## config.mk

```make
export PLATFORM = sky130hd
export DESIGN_NAME = mul_bist_sweep
export DESIGN_NICKNAME = d
export VERILOG_FILES = /design/src/rtl/mul_bist_sweep.sv
export SDC_FILE = /design/constraint.sdc
export NUM_CORES = 1
export LEC_CHECK = 0
export ABC_AREA = 1
export CORE_UTILIZATION = 49
export CTS_CLUSTER_DIAMETER = 40
export CTS_CLUSTER_SIZE = 25
export DETAILED_ROUTE_END_ITERATION = 10
export PLACE_DENSITY = 0.86
export SYNTH_ARGS = -nofsm -noshare
export SYNTH_HDL_FRONTEND = slang
export SYNTH_SLANG_ARGS = --single-unit
```

## constraint.sdc

```tcl
create_clock -name clk -period 3.3 [get_ports clk]
set_clock_uncertainty 0.1 [all_clocks]
set_input_delay 0.66 -clock clk [delete_from_list [all_inputs] [get_ports clk]]
set_output_delay 0.66 -clock clk [all_outputs]
set_load 0.005 [all_outputs]
```

## src/rtl/mul_bist_sweep.sv

```systemverilog
// Self-test sweep engine for a combinational WIDTHxWIDTH multiplier: drives every
// operand pair, compares the returned product to an internal golden product, and reports results.
module mul_bist_sweep #(
  parameter int WIDTH  = 4,
  parameter int SETTLE = 1,
  parameter int ERR_W  = 9
) (
  input  logic               clk,
  input  logic               rst,
  input  logic               start,
  output logic [WIDTH-1:0]   mul_a,
  output logic [WIDTH-1:0]   mul_b,
  input  logic [2*WIDTH-1:0] mul_p,
  output logic               busy,
  output logic               done,
  output logic               pass,
  output logic [ERR_W-1:0]   err_count,
  output logic               first_err_valid,
  output logic [WIDTH-1:0]   first_err_a,
  output logic [WIDTH-1:0]   first_err_b
);

  localparam int IW   = 2 * WIDTH;
  localparam int PH_W = (SETTLE > 0) ? $clog2(SETTLE + 1) : 1;
  localparam logic [PH_W-1:0] PH_LAST = PH_W'(SETTLE);

  typedef enum logic [1:0] {IDLE, RUN, DONE} state_t;

  state_t             state_q, state_d;
  logic [IW-1:0]      idx_q, idx_d, idx_nxt;
  logic [PH_W-1:0]    phase_q, phase_d;
  logic [WIDTH-1:0]   mul_a_q, mul_a_d, mul_b_q, mul_b_d;
  logic               busy_q, busy_d, done_q, done_d, pass_q, pass_d;
  logic [ERR_W-1:0]   err_q, err_d;
  logic               fev_q, fev_d;
  logic [WIDTH-1:0]   fea_q, fea_d, feb_q, feb_d;
  logic [IW-1:0]      golden;

  assign golden  = IW'(mul_a_q) * IW'(mul_b_q);
  assign idx_nxt = idx_q + 1'b1;

  always_comb begin
    state_d = state_q;
    idx_d   = idx_q;
    phase_d = phase_q;
    mul_a_d = mul_a_q;
    mul_b_d = mul_b_q;
    busy_d  = busy_q;
    done_d  = done_q;
    pass_d  = pass_q;
    err_d   = err_q;
    fev_d   = fev_q;
    fea_d   = fea_q;
    feb_d   = feb_q;
    case (state_q)
      IDLE, DONE: begin
        if (start) begin
          state_d = RUN;
          idx_d   = '0;
          phase_d = '0;
          mul_a_d = '0;
          mul_b_d = '0;
          busy_d  = 1'b1;
          done_d  = 1'b0;
          pass_d  = 1'b0;
          err_d   = '0;
          fev_d   = 1'b0;
          fea_d   = '0;
          feb_d   = '0;
        end
      end
      RUN: begin
        if (phase_q == PH_LAST) begin
          phase_d = '0;
          if (mul_p != golden) begin
            if (err_q != '1) err_d = err_q + 1'b1;
            if (!fev_q) begin
              fev_d = 1'b1;
              fea_d = mul_a_q;
              feb_d = mul_b_q;
            end
          end
          if (idx_q == '1) begin
            state_d = DONE;
            busy_d  = 1'b0;
            done_d  = 1'b1;
            pass_d  = (err_d == '0);
            mul_a_d = '0;
            mul_b_d = '0;
          end else begin
            // Operands are loaded together with idx so mul_a/mul_b always mirror it.
            idx_d   = idx_nxt;
            mul_a_d = idx_nxt[WIDTH-1:0];
            mul_b_d = idx_nxt[IW-1:WIDTH];
          end
        end else begin
          phase_d = phase_q + 1'b1;
        end
      end
      default: state_d = IDLE;
    endcase
  end

  always_ff @(posedge clk or posedge rst) begin
    if (rst) begin
      state_q <= IDLE;
      idx_q   <= '0;
      phase_q <= '0;
      mul_a_q <= '0;
      mul_b_q <= '0;
      busy_q  <= 1'b0;
      done_q  <= 1'b0;
      pass_q  <= 1'b0;
      err_q   <= '0;
      fev_q   <= 1'b0;
      fea_q   <= '0;
      feb_q   <= '0;
    end else begin
      state_q <= state_d;
      idx_q   <= idx_d;
      phase_q <= phase_d;
      mul_a_q <= mul_a_d;
      mul_b_q <= mul_b_d;
      busy_q  <= busy_d;
      done_q  <= done_d;
      pass_q  <= pass_d;
      err_q   <= err_d;
      fev_q   <= fev_d;
      fea_q   <= fea_d;
      feb_q   <= feb_d;
    end
  end

  assign mul_a           = mul_a_q;
  assign mul_b           = mul_b_q;
  assign busy            = busy_q;
  assign done            = done_q;
  assign pass            = pass_q;
  assign err_count       = err_q;
  assign first_err_valid = fev_q;
  assign first_err_a     = fea_q;
  assign first_err_b     = feb_q;

endmodule
```

Fig. 1: run 1, congestion heat map
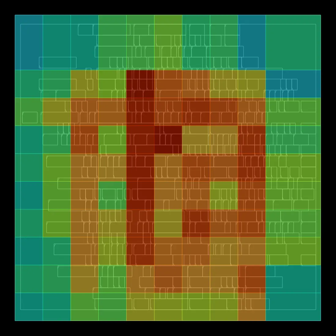
Total GRT Usage: 24.9%
met3 usage: 3.44%

Fig. 2: run 1, met4 routing
Scale bar: 20 um.
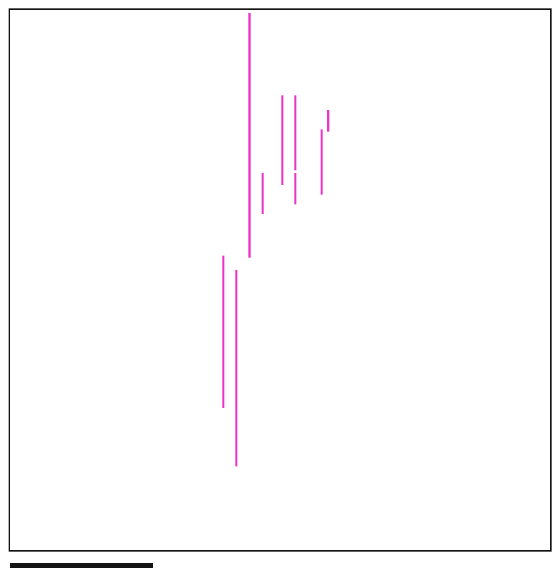
main direction	vertical
nets with wire on the layer	8
longest straight run	34.0 um
share of all routed wire	1.8%
WL final: 6810 um
vias: 2,613

Fig. 3: run 1, register map, names as in the netlist
Scale bar: 20 um.
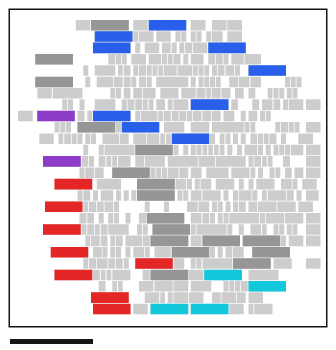
netlist name	color	sequential cells
idx_q	red	8
err_count	blue	9
first_err_a	cyan	4
state_q	purple	2
sequential power: 718 uW
Final Util: 66.9%
fraction of area in registers: 28.9%

==> run notes, run 1 <==
fresh numbers from the pnr run: hold path start first_err_b[2]$_DFFE_PP0P_, Crit Path Category reg2reg, chip area 5730 um^2, crit end category register, hold buffer count at CTS 0, CP Launch Type register, CTS tree yes, initial antenna violation count 0, critical path arrival around 3.6 ns, relative slew slack 66.0%, post-detail-place hpwl between 4000 and 5000 um, Registers, synthesis 40, Clk pin slew, worst setup/hold paths around 0.080 ns, core area 5170 um^2, R2R Path End first_err_a[3]$_DFFE_PP0P_, Cell Area, Synth 2660 um^2, clock buffer count from CTS 5, I/O Buffers 39, CP Max Fanout 8, Area growth syn-to-layout 29.9%, Yosys Chip Area 2660 um^2, CP startpoint mul_a[0]$_DFFE_PP0P_, max frequency 287 MHz, Pleak 0.00180 uW, final hold vios 0, filler instances 369, Insertion Delay late pin 0.30 ns, failing checks setup timing, Hold Path Class reg2reg, final setup fails 13, total chip power 1910 uW, maximum vdd drop 0.000282 V, maxcap violations 0, vias in the first global route 2,381, CTS Sinks 40, DRT Pass-1 Iters 5, dpl cells 473, WL/cell 14.0 um, most common logic cell in the routed design nand2_1, outcome finished, violations left, PwrDens between 500 and 600 nW/um^2, Hold Path Stages 2, Mapped Cells 355, reg-to-reg slack, setup -0.18 ns, DRC violations left 0, Tcrit/Tclk final 106%, Pre-Place Util 51.5%, vias per std cell around 5.4, worst slew pin tran 0.510 ns, Setup crit end first_err_a[3]$_DFFE_PP0P_, Rows 26, Final Max Slew Viols 0, Seq share, synth 37.6%, post-route minimum period about 3.5 ns, ys cells 355, Top cells excl fill/tap nand2_1, inv_1, dfrtp_1, clkdlybuf4s50_1, nand3_1, antenna viol nets, final 0, Root Buffer clkbuf_8, Final Worst Setup Slack -0.184 ns, worst hold margin 0.394 ns
run 1: metrics by stage:
stage	TNS, ns	cell area [um^2]	setup slack, ns
after floorplan	0	2660	0.0446
after detailed placement	-1.57	3200	-0.186
final	-1.42	3460	-0.184
after global routing	-3.96	3460	-0.344
after global placement	-0.000290	3200	-0.000290
after CTS	-0.339	3350	-0.0576
run 1: timing repair:
item,4_1_cts,5_1_grt
gates cloned,2,0
setup buffers,1,2
gates resized,5,26
pin swaps,6,10
endpoints found under the setup margin,12,19
run 1: kinds of logic after synthesis:
logic type / count (synthesis) / share of synthesized area [%]
simple gates: 180 / 30.4
buf+inv: 67 / 10.2
compound gates: 42 / 9.54
flops: 40 / 37.6
fa+ha+maj: 18 / 9.59
xor+xnor: 8 / 2.63
run 1: metal layers:
| layer | vias up | global-route usage (%) | part of all wire (%) |
|---|---|---|---|
| li1 | 1255 | - | - |
| met5 | - | 0 | 0 |
| met3 | 20 | 3.44 | 6.0 |
| met4 | 0 | 8.02 | 1.8 |
| met2 | 123 | 42.8 | 49 |
| met1 | 1215 | 32.7 | 43 |
run 1: area by class of cell:
type | instances | area, um^2 | area share (%)
Clock buffer | 6 | 82.6 | 2.39
Tap cell | 70 | 87.6 | 2.53
Sequential cell | 40 | 1000 | 28.9
Clock inverter | 2 | 13.8 | 0.398
Timing Repair Buffer | 55 | 527 | 15.2
Multi-Input combinational cell | 250 | 1510 | 43.6
Inverter | 63 | 239 | 6.91
run 1: Yosys cell counts:
cell type,instances,area (um^2)
nor2_1,21,78.8
nand2_1,113,424
nand3_1,23,115
clkbuf_1,1,3.75
nor4_1,1,6.26
xnor2_1,1,8.76
nor3_1,2,10.0
o31ai_1,4,30.0
nor2_8,2,40.0
dfrtp_1,40,1000
o21ai_1,4,20.0
a22o_1,1,8.76
nand2_2,2,12.5
inv_4,1,6.26
o211ai_1,2,15.0
a21oi_1,4,20.0
ha_1,14,175
fa_1,4,80.1
o21bai_2,1,11.3
buf_6,2,22.5
inv_2,3,11.3
a21oi_4,1,16.3
o22ai_1,2,12.5
nand3b_1,2,15.0
nand4_4,1,21.3
xor2_1,7,61.3
o21ai_0,22,110
a22o_2,1,10.0
nor2_2,6,37.5
buf_4,1,7.51
inv_1,59,221
nand4_1,6,37.5
nand2_4,1,11.3
run 1: where the power goes:
group          switching (uW)  internal [uW]  total (uW)
Clock                     184            171         355
Sequential                112            606         718
Combinational             449            387         835
Total                     745           1160        1910
run 1: critical path, stage by stage, from the launching register on:
cell and delay [ns]:
dfrtp_1 0.41, nand2_1 0.08, fa_1 0.52, fa_1 0.46, fa_1 0.51, xor2_1 0.20
nand3_1 0.16, nor2_4 0.21, nand4_4 0.18, nand2_2 0.15, nand2_4 0.09, nand2_4 0.14
nand2_1 0.10, o31ai_2 0.07
run 1: registers in the layout (all words and copies together), names as in the netlist, 2 cells and up:
register / count
mul_a: 4
mul_b: 4
err_count: 9
first_err_b: 4
state_q: 2
first_err_a: 4
idx_q: 8
--- run 2 (diff from run 1) ---
- CAP_MARGIN: default -> 20
Fig. 4: run 2, selected gate families
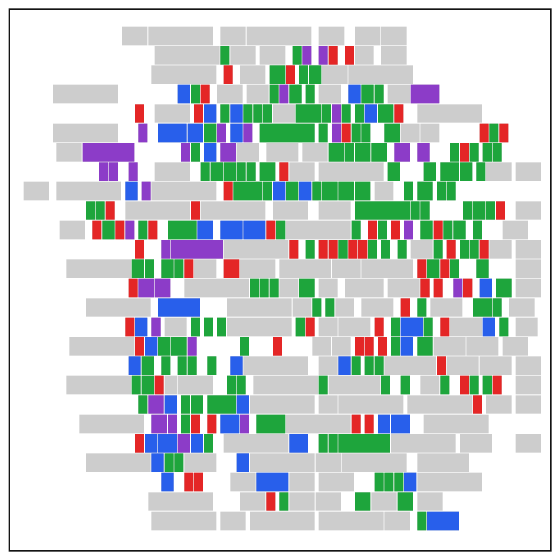
family	color	cells	most used
aoi and oai cells	blue	40	o21ai_0
inv cells	red	63	inv_1
nand cells	green	150	nand2_1
nor cells	purple	32	nor2_1
non-filler instance count after layout: 486
Comb area share: 43.6%
most common logic cell in the routed design: nand2_1

==> run notes, run 2 <==
fresh numbers from the pnr run: outcome finished, violations left, failing checks setup timing, WL/cell 14.0 um (unchanged), pre-CTS setup slack -0.186 ns (unchanged), post-route minimum period 3.48 ns (unchanged), asr flop ratio synth 100% (unchanged), vias per std cell 5.38 (unchanged), Final Max Slew Viols 0 (unchanged), Yosys top cell area share 37.6% (unchanged), Yosys Chip Area 2660 um^2 (unchanged), XOR Share, Synth 2.63% (unchanged), Commonest flop dfrtp_1, vias in the first global route 2,381 (unchanged), final hold vios 0 (unchanged), final setup fails 13 (unchanged), Cell Area, Placed 3200 um^2 (unchanged), post-synth top area cell dfrtp_1, clock buffer count from CTS 5 (unchanged), PwrDens 552 nW/um^2 (unchanged), chip area 5730 um^2 (unchanged), vias 2,613 (unchanged), Seq share, synth 37.6% (unchanged), adder share 9.59% (unchanged), setup TNS -1.42 ns (unchanged), crit end category register, Top cells excl fill/tap nand2_1, inv_1, dfrtp_1, clkdlybuf4s50_1, nand3_1, area fraction in mux cells 0% (unchanged), Root Buffer clkbuf_8, Insertion Delay late pin 0.30 ns (about the same), CTS tree yes, CP Launch Type register, top cells by count nand2_1, inv_1, dfrtp_1, Total GRT Usage 24.9% (unchanged), Design Area, Final 3460 um^2 (unchanged), Hold Path Class reg2reg, Final Worst Setup Slack -0.184 ns (unchanged), Rows 26 (unchanged), Registers, synthesis 40 (unchanged), CTS Sinks 40 (unchanged), Top logic family simple AND/OR/NAND/NOR gates, Pleak 0.00180 uW (unchanged), critical path arrival 3.60 ns (about the same), maxcap violations 0 (unchanged), Tcrit/Tclk final 106% (unchanged), count leader, synth nand2_1, Simple Share, Synth 30.4% (unchanged), worst slew pin tran 0.510 ns (unchanged), Clk pin slew, worst setup/hold paths 0.08 ns (about the same), Complex Gates by Area 9.54% (unchanged), relative slew slack 66.0% (unchanged), maximum vdd drop 0.000282 V (unchanged), antenna viol nets, final 0 (unchanged), top cells, area dfrtp_1, nand2_1, inv_1, ha_1, nand3_1
Fig. 5: run 2, met4 routing
Scale bar: 20 um.
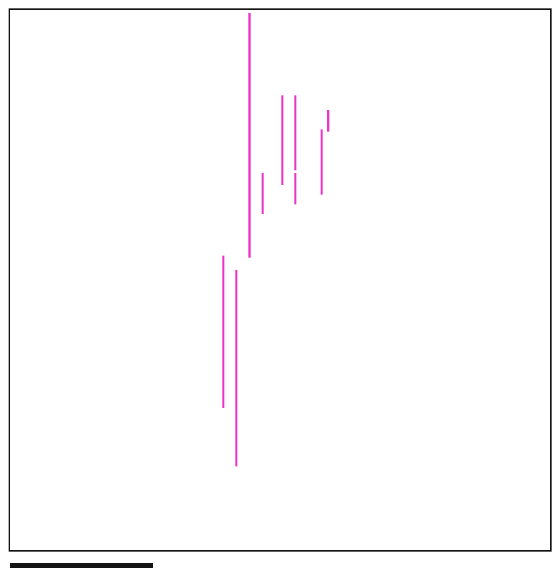
main direction	vertical
nets with wire on the layer	8
longest straight run	34.0 um
share of all routed wire	1.8%
wire length on this layer	126 um

-- run 2: cell counts after synthesis --
No cell type changed its count.
-- run 2: cells by family after synthesis --
group,after synthesis
AND-OR/OR-AND,42
AND/OR/NAND/NOR,180
XOR/XNOR,8
adder cells (fa/ha/maj),18
buffers and inverters,67
flip-flops,40
-- run 2: timing repair --
item / 4_1_cts / 5_1_grt
setup buffers: 1 / 2
hold buffers: 0 / 0
gates resized: 5 / 26
pin swaps: 6 / 10
endpoints found under the setup margin: 12 / 19
cloned: 2 / 0
-- run 2: path summary, 6_finish.rpt --
path / start / to / cells past startpoint / slack (ns)
hold reg to reg: first_err_b[2]$_DFFE_PP0P_ / first_err_b[2]$_DFFE_PP0P_ / 2 / 0.39
min in group asynchronous: rst / err_count[7]$_DFFE_PP0P_ / 3 / 0.67
setup reg to reg: mul_a[0]$_DFFE_PP0P_ / first_err_a[3]$_DFFE_PP0P_ / 13 / -0.18
hold / removal: first_err_b[2]$_DFFE_PP0P_ / first_err_b[2]$_DFFE_PP0P_ / 2 / 0.39
setup / recovery: mul_a[0]$_DFFE_PP0P_ / first_err_a[3]$_DFFE_PP0P_ / 13 / -0.18
max in group asynchronous: rst / mul_a[1]$_DFFE_PP0P_ / 3 / 2.07
-- run 2: area by class of cell --
type                    instances  area (um^2)
clock buffers                   6         82.6
flip-flops and latches         40         1000
inverters                      63          239
well taps                      70         87.6
repair buffers                 55          527
multi-input cells             250         1510
fillers                       369         1710
clock inverters                 2         13.8
-- run 2: worst max-delay path: stages, from the launching register on --
cell and delay, ns:
dfrtp_1 0.41, nand2_1 0.08, fa_1 0.52, fa_1 0.46
fa_1 0.51, xor2_1 0.20, nand3_1 0.16, nor2_4 0.21
nand4_4 0.18, nand2_2 0.15, nand2_4 0.09, nand2_4 0.14
nand2_1 0.10, o31ai_2 0.07
-- run 2: routing by layer --
| metal | vias to the layer above | share of wire, % | GRT usage [%] | wire length [um] |
|---|---|---|---|---|
| met4 | 0 | 1.8 | 8.02 | 125 |
| met2 | 123 | 49 | 42.8 | 3320 |
| met1 | 1215 | 43 | 32.7 | 2960 |
| li1 | 1255 | - | - | - |
| met3 | 20 | 6.0 | 3.44 | 406 |
| met5 | - | 0 | 0 | 0 |
-- run 2: through the flow --
step           util [%]  cells
3_3_place_gp       61.9    473
3_5_place_dp       61.9    473
4_1_cts            64.7    484
6_report           66.9    486
2_1_floorplan         -    355
5_1_grt            66.9    486
-- run 2: power breakdown --
group          switching [uW]  internal (uW)
clock                     184            171
sequential                112            606
combinational             449            387
--- run 3 (diff from run 2) ---
- REMOVE_ABC_BUFFERS: default -> 1
Fig. 6: run 3, routed metal, one color a layer
Two of the layers only.
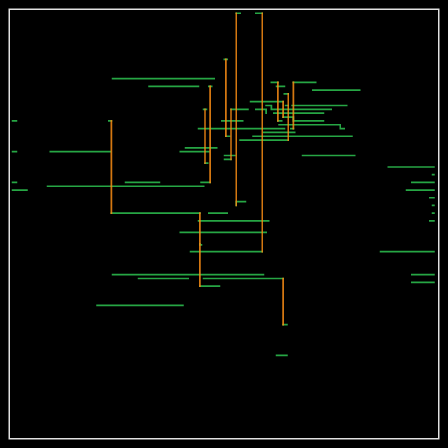
layer	color	wire length
M3	green	401 um
M4	orange	188 um
Total GRT Usage: 25.5%
WL final: 6830 um

==> run notes, run 3 <==
fresh numbers from the pnr run: Yosys top cell area share 37.6% (unchanged), Post-synth EDFFs 0, top cells, area dfrtp_1, nand2_1, inv_1, ha_1, nand3_1, final setup fails 9 (-4), Yosys Chip Area 2660 um^2 (unchanged), combinational share of power 40.8% (-3.0 points), Syn Area/Cell 7.50 um^2, Insertion Delay late pin 0.30 ns (about the same), failing checks setup timing, Slowest-stage cell, CP fa_1, I/O Buffers 39, DRT Pass-1 Iters 5, slowest stage delay, CP 0.51 ns (about the same), final hold vios 0 (unchanged), setup TNS -0.307 ns (+1.11 ns), most common logic cell in the routed design nand2_1, hold buffer count at CTS 0 (unchanged), Mapped Cells between 300 and 400, share of layout cells above drive strength 1 13.3%, initial antenna violation count 0, top cells by count nand2_1, inv_1, dfrtp_1, Clk network pwr share 22.2% (+3.6 points), vias in the first global route 2,432 (+2.1%), dpl cells 470 (-0.63%), WL/cell 14.2 um (+1.1%), count leader, synth nand2_1, Rows 26 (unchanged), post-detail-place hpwl 4660 um, PwrDens 565 nW/um^2 (+2.4%), Switching Fraction 37.3% (-1.7 points), power share of the sequential group 37.0% (-0.6 points), Seq share, synth 37.6% (unchanged), Top cells excl fill/tap nand2_1, inv_1, dfrtp_1, clkdlybuf4s50_1, nand3_1, post-route minimum period 3.38 ns (-0.105 ns), vias per std cell 5.33 (-0.87%), ant diodes 0, Root Buffer clkbuf_8, Final Worst Setup Slack -0.0792 ns (+0.105 ns), clock buffer count from CTS 5 (unchanged), Cell Area, Synth 2660 um^2, P_sw 725 uW (-2.7%), CTS Sinks 40 (unchanged), worst slew pin tran 0.505 ns (-0.00491 ns), DRC violations left 0, Ports 40, Final Max Slew Viols 0 (unchanged), asr flop ratio synth 100% (unchanged), chip area 5730 um^2 (unchanged), CP Launch Type register, die width 75.7 um, Largest register FFs 9, outcome finished, violations left, gr ovfl total 0, crit end category register, RSZ-0062 raised after global routing true, Starting DRT DRC Count 193, vias 2,569 (-1.7%), maxcap violations 0 (unchanged), Layout Nets roughly 440, Tcrit/Tclk final 102% (-3.2 points), Netlist cell types 33, CTS tree yes, Clk pin slew, worst setup/hold paths 0.08 ns (about the same), relative slew slack 66.3% (+0.33 points), Pleak 0.00179 uW (-0.90%), largest net degree at the start of global routing 41, post-synth top area cell dfrtp_1, maximum vdd drop 0.000286 V (+1.3%), Registers, synthesis 40 (unchanged), GPL Wtd Cong 0.931, critical path arrival 3.51 ns (-0.09 ns), Commonest flop dfrtp_1, antenna viol nets, final 0 (unchanged), cell-internal power 1220 uW (+4.7%), chip height 75.7 um, Hold Path Class reg2reg, critical path, cell by cell buf_6 -> nand2_1 -> inv_1 -> ha_1 -> ha_1 -> ha_2 -> inv_1 -> fa_1 -> xor2_1 -> nand3_1 -> nor2_4 -> nand4_4 -> nand2_1 -> nand2_2 -> nor2_1 -> nand3_1 -> o21bai_2, ys cells 355, Yosys Warn Count 0, non-filler instance count after layout 482 (-0.82%), Crit Path Category reg2reg, number of OpenROAD warnings 27
Fig. 7: run 3, register map, names as in the netlist
Scale bar: 20 um.
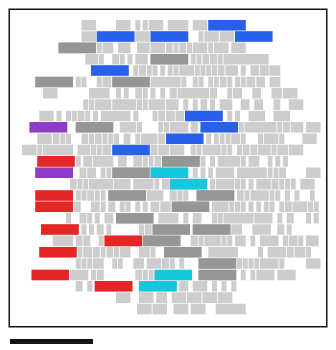
netlist name	color	sequential cells
state_q	purple	2
first_err_a	cyan	4
idx_q	red	8
err_count	blue	9
not colored	17
fraction of area in registers: 29.1%
sequential power: 719 uW
Reg area: 1000 um^2
Final Util: 66.5%

run 3: cell counts after synthesis:
Identical to the previous run, type by type.
run 3: final cells by class:
class / count / area [um^2]
clock inverters: 2 / 38.8
clock buffers: 6 / 82.6
well taps: 70 / 87.6
inverters: 63 / 239
fillers: 387 / 1730
multi-input cells: 250 / 1500
repair buffers: 51 / 495
flip-flops and latches: 40 / 1000
run 3: final timing paths:
kind                                             from                          end  slack (ns)  cells past startpoint
setup / recovery                 mul_b[2]$_DFFE_PP0P_             pass$_DFFE_PP0P_       -0.08                     17
hold / removal             first_err_a[3]$_DFFE_PP0P_   first_err_a[3]$_DFFE_PP0P_        0.40                      2
setup reg to reg                 mul_b[2]$_DFFE_PP0P_             pass$_DFFE_PP0P_       -0.08                     17
hold reg to reg            first_err_a[3]$_DFFE_PP0P_   first_err_a[3]$_DFFE_PP0P_        0.40                      2
max in group asynchronous                         rst         mul_b[1]$_DFFE_PP0P_        2.06                      3
min in group asynchronous                         rst  first_err_valid$_DFFE_PP0P_        0.67                      3
run 3: metal layers:
layer	wire [um]	share of wire, %	GRT usage (%)
met1	2880	42	32.5
met2	3360	49	43.7
met3	400	5.9	4.23
met4	188	2.8	9.67
met5	0	0	0
run 3: power by group through the flow:
stage	registers, uW	logic [uW]	clock network (uW)
6_report	719	794	431
5_1_grt	734	871	456
3_5_place_dp	718	733	0
4_1_cts	713	759	434
2_1_floorplan	725	382	0
3_3_place_gp	716	707	0
run 3: repair_timing:
action	4_1_cts	5_1_grt
pin swaps	14	9
buffers inserted	2	0
gates cloned	2	0
gates resized	17	11
endpoints found under the setup margin	15	19
hold endpoints to repair	0	0
run 3: stage by stage:
step / area (um^2) / hold WS, ns / setup slack [ns] / power, uW
3_5_place_dp: 3180 / 0.382 / -0.179 / 1450
5_1_grt: 3440 / 0.432 / -0.338 / 2060
3_3_place_gp: 3180 / 0.371 / -0.0886 / 1420
6_report: 3440 / 0.404 / -0.0792 / 1940
2_1_floorplan: 2630 / 0.371 / -0.0538 / 1110
4_1_cts: 3390 / 0.402 / -0.0318 / 1910
run 3: critical path: cells and delay by family (launching register included):
family | cells | cell delay, ns
fa+ha+maj | 4 | 1.24
compound gates | 1 | 0.13
buf+inv | 3 | 0.24
flops | 1 | 0.40
simple gates | 8 | 1.02
xor+xnor | 1 | 0.18
run 3: cells by family (layout without fill, tap and decap cells):
group / after synthesis / after routing / synth area share [%]
adders and majority gates: 18 / 18 / 9.59
DFF: 40 / 40 / 37.6
AOI/OAI and AO/OA: 42 / 42 / 9.54
xor gates and xnor gates: 8 / 8 / 2.63
and+or+nand+nor: 180 / 182 / 30.4
buffers and inverters: 67 / 122 / 10.2
Power is estimated from default activity; no workload was simulated.
